Figure 1. Routing congestion map (run 1).
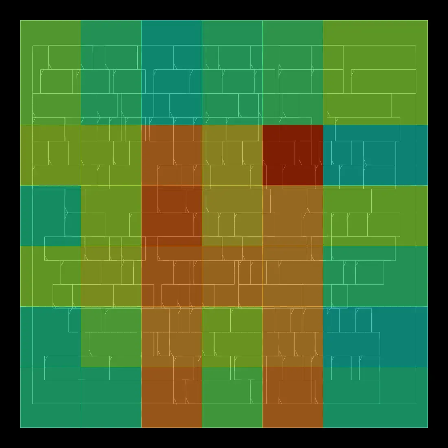
Figure 2. Where the registers sit (run 1).
Other sequential cells in the stronger gray, the rest of the logic in the fainter gray.
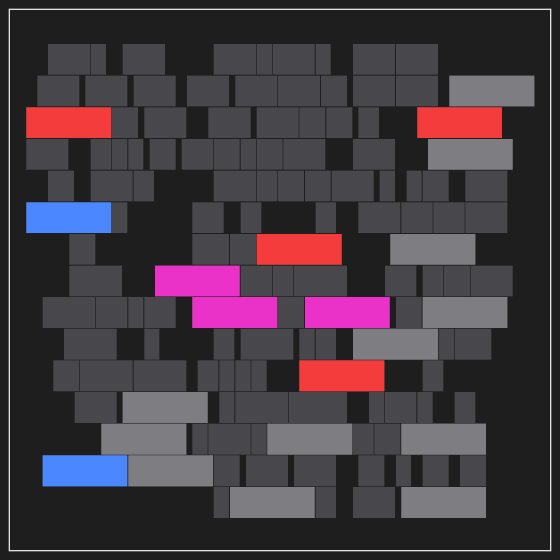
Figure 3. Cell classes on the final placement (run 1).
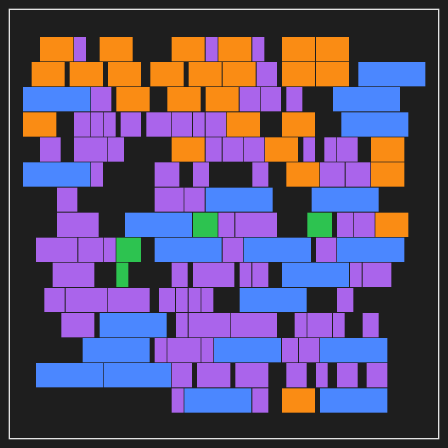
==> config.mk <==
export PLATFORM = sky130hd
export DESIGN_NAME = circuit_array_bist
export DESIGN_NICKNAME = d
export VERILOG_FILES = /design/src/rtl/circuit_pkg.sv /design/src/rtl/gate_cell.sv /design/src/rtl/circuit_array_bist.sv
export SDC_FILE = /design/constraint.sdc
export NUM_CORES = 1
export LEC_CHECK = 0
export CORE_MARGIN = 1
export CORE_UTILIZATION = 49
export DETAILED_ROUTE_END_ITERATION = 10
export MAX_ROUTING_LAYER = met4
export PLACE_DENSITY = 0.82
export SYNTH_ARGS = -nofsm -noshare
export SYNTH_HDL_FRONTEND = slang
export SYNTH_SLANG_ARGS = --single-unit
==> constraint.sdc <==
create_clock -name clk -period 4 [get_ports clk]
set_clock_uncertainty 0.05 [all_clocks]
set_input_delay 0.8 -clock clk [delete_from_list [all_inputs] [get_ports clk]]
set_output_delay 0.8 -clock clk [all_outputs]
set_load 0.03 [all_outputs]
==> impl_metrics.tcl, run 1 <==
# metrics dict for downstream scripts
set metrics [dict create \
    cts.sinks 21 \
    path_depth 4 \
    buf_share 0.213 \
    synth_seq_share 0.435 \
    grt_use_met2 0.394 \
    hold_depth 2 \
    synthCells 106 \
    insertion_delay_ns 0.30 \
    lay_top_count "clkdlybuf4s50_1" \
    ys_cells 106 \
    seq_cells 21 \
    tns_ns 0 \
    grt_start_max_net_pins 24 \
    netlist_area_um2 966 \
    port_buffers 27 \
    clock_area_frac 0.0207 \
    die_h_um 46.4 \
    dpl_cell_area_mm2 0.00124 \
    critical-path-top-delay-family "buffers and inverters" \
    largest_reg_flops 4 \
    power_frac_comb 0.465 \
    finalWirelength_mm 2.07 \
    synth_nets 132 \
    postCtsHoldBufs 0 \
    cp-end-kind "output pin" \
    swShare 0.389 \
    internal-power_uw 433 \
    ys_sh_mux 0.0518 \
    tapCellCount 25 \
    cts_resized 0 \
    fmax_mhz 319 \
    top_power_group "combinational logic" \
    async_flop_share 0 \
    grt_pass1_vias 794 \
    signal_buffers 27 \
    top_layer "met4" \
    clkTransAtPathRegs_ns 0.11 \
    r2r_setup_slack_ns 2.44 \
    nNetsFinal 160 \
    grt_overflow 0 \
    antenna_found_initial 0 \
    antenna_cells 0 \
    xor_share 0 \
    routed-via-count 839 \
    cp-start-kind "input pin" \
    sequentialPowerShare 0.395 \
    hp-class "reg -> reg" \
    critPathBufInv 2 \
    slowest_stage "clkdlybuf4s50_1" \
    die_area_mm2 0.00215 \
    place_inst 154 \
    synth_flops 21 \
    top_cells_by_count "21 x dfxtp_1, 12 x nor2_1, 8 x ha_1" \
    worst_slew_pin_slew_ns 0.751 \
    max_cap_violations 0 \
    synth.distinct_cells 26 \
    crit_arrival_ns 2.28 \
    crit_required_ns 3.15 \
    cts_buffers 3 \
    status "finished clean" \
    cts_setup_buffers 0 \
    logic_gates 76 \
    yosys_warnings 0 \
    post_drt_wl_per_cell_um 13.1 \
    io_pins 28 \
    grt_pass1_wl_mm 3.23 \
    p_leak_nw 0.487 \
    synthSimpleGateAreaFrac 0.256 \
    mostFrequentLayoutCells "27 x clkdlybuf4s50_1, 21 x dfxtp_1, 12 x nor2_1" \
    seq-power_uw 280 \
    netlist_logic_family_top "simple AND/OR/NAND/NOR gates" \
    drt-pass1-iter-count 4 \
    cts_tree "built" \
    hold_slack_ns 0.441 \
    area_growth_pct 31.5 \
]
Notes on Figure 1 above:
Total GRT Usage: 0.219
routing usage on met1: 0.232
fin util: 0.712
grt peak-use layer: met2

Notes on Figure 2 above:
r_idx -> magenta  # sequential cells 3
r_state -> blue  # sequential cells 2
x -> red  # sequential cells 4
not colored = 12
flop share of the area: 0.331
FF/Latch Area: 420 µm²

Notes on Figure 3 above:
clock drivers and dummy loads -> green  # cells 4, share of their area 2.1%
flops -> blue  # cells 21, share of their area 34%
other buffers and delay cells -> orange  # cells 27, share of their area 22%
combinational and other logic -> purple  # cells 81, share of their area 42%
cell area after layout: 0.00127 mm²
row cnt: 15
Core Area: 0.00178 mm²

--- run 2 (diff from run 1) ---
Settings changed: CORE_UTILIZATION 49 to 41, PLACE_DENSITY 0.82 to 0.73.
Clock period 4 ns to 2.67 ns, I/O delays scaled along.
Figure 4. Drive-strength map (run 2).
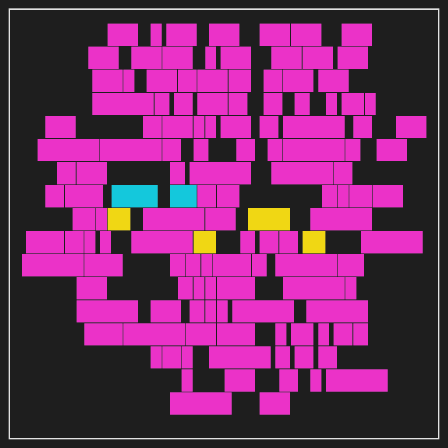
_2 cells -> cyan  # cells 2, share 1.5%
_0 and _1 cells -> magenta  # cells 127, share 95%
_3 and _4 cells -> yellow  # cells 4, share 3.0%
final worst slack: 0.111 ns
area delta synth->final: 32.1%
Buffers excl. clock: 27
cell area after layout: 0.00128 mm²

Figure 5. Where the registers sit (run 2).
Other sequential cells in the stronger gray, the rest of the logic in the fainter gray.
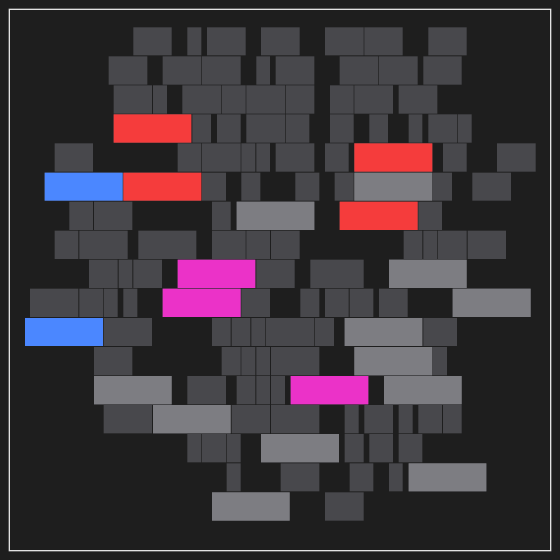
x -> red  # sequential cells 4
r_state -> blue  # sequential cells 2
r_idx -> magenta  # sequential cells 3
not colored = 12
flop share of the area: 0.329
fin util: 0.577
sequential power: 418 µW

==> run 2 against run 1 <==
Against the previous run:
- cell area increased by 0.49%
- setup slack got worse by 0.76 ns
- count of clock-buffer cells in the layout is the same
- non-clock buffer count unchanged
- critical endpoint unchanged
- clock power up 45%
- hold slack worse by 0.016 ns
- highest routed layer unchanged
- critical path type unchanged
- area after synthesis stayed put
- largest power group unchanged
- final cell count rose by 1.9%
- sequential power is 49% higher
==> impl_metrics.tcl, run 2 <==
# metrics dict for downstream scripts
set metrics [dict create \
    status "finished clean" \
    crit_arrival_ns 1.98 \
    synth.top_cell.area_share 0.435 \
    top_cells_by_count "21 x dfxtp_1, 12 x nor2_1, 8 x ha_1" \
    comb_area_um2 505 \
    ys_sh_aoi 0.109 \
    post_drt_wl_per_cell_um 11.2 \
    grt_pass1_wl_mm 3.04 \
    antenna_cells 0 \
    top_layer "met4" \
    max_cap_violations 0 \
    synth_seq_share 0.435 \
    cp-start-kind "input pin" \
    max_stage_delay_ns 0.67 \
    grt_pass1_vias 739 \
    htreeDepth 1 \
    synth_nets 132 \
    netlist_logic_family_top "simple AND/OR/NAND/NOR gates" \
    antenna_found_initial 0 \
    grt_busiest_layer "met2" \
    cts_buffers 3 \
    gr-usage-met1 0.191 \
    largest_cell_class "multi-input combinational cells" \
    clock_area_frac 0.0206 \
    place_inst 157 \
    buf_share 0.212 \
    synth_flops 21 \
    die_h_um 50.5 \
    logic_gates 76 \
    dpl_cell_area_mm2 0.00125 \
    pwr-share-clk 0.136 \
    hold_depth 2 \
    grt_usage 0.165 \
    cp_cell_sequence "clkdlybuf4s50_1 -> and2b_1 -> nor2_1 -> clkdlybuf4s50_1" \
    finalWirelength_mm 1.80 \
    largest_reg_flops 4 \
    nNetsFinal 160 \
    grt_overflow 0 \
    core_mm2 0.00221 \
    ys_sh_mux 0.0518 \
    seq_cells 21 \
    cts.sinks 21 \
    drt-pass1-iter-count 4 \
    tapCellCount 28 \
    cts_setup_buffers 0 \
    cts_resized 0 \
    yosys_warnings 0 \
    critical-path-top-delay-family "buffers and inverters" \
    hp-class "reg -> reg" \
    tns_ns 0 \
    lay_top_count "clkdlybuf4s50_1" \
    hold_slack_ns 0.424 \
    mostFrequentLayoutCells "27 x clkdlybuf4s50_1, 21 x dfxtp_1, 12 x nor2_1" \
    cp-end-kind "output pin" \
    grt_start_max_net_pins 24 \
    routed-via-count 798 \
    top_power_group "combinational logic" \
    seq_area_um2 420 \
    slew_violations 0 \
    clkTransAtPathRegs_ns 0.10 \
    internal-power_uw 652 \
    swShare 0.379 \
    worst_slew_pin_slew_ns 0.743 \
    slowest_stage "clkdlybuf4s50_1" \
    fmax_mhz 391 \
    final_antenna_net_count 0 \
    async_flop_share 0 \
    comb_share 0.396 \
    r2r_setup_slack_ns 1.15 \
    die_width_um 50.5 \
    io_pins 28 \
    power_mw 1.05 \
    grt_use_met2 0.267 \
    synthSimpleGateAreaFrac 0.256 \
    synthCells 106 \
    critPathBufInv 2 \
    crit_required_ns 2.09 \
    synth.distinct_cells 26 \
    crit_fanout 5 \
    cts_tree "built" \
    postCtsHoldBufs 0 \
    sequentialPowerShare 0.398 \
    netlist_area_um2 966 \
    post-place-ws_ns 0.109 \
    power_frac_comb 0.466 \
    rows 17 \
    place.gp.congestion 0.706 \
    port_buffers 27 \
    insertion_delay_ns 0.29 \
    p_leak_nw 0.486 \
    die_area_mm2 0.00255 \
    path_depth 4 \
    ys_cells 106 \
    xor_share 0 \
]
Power figures rest on the tool's default switching activity, not on a simulated workload.
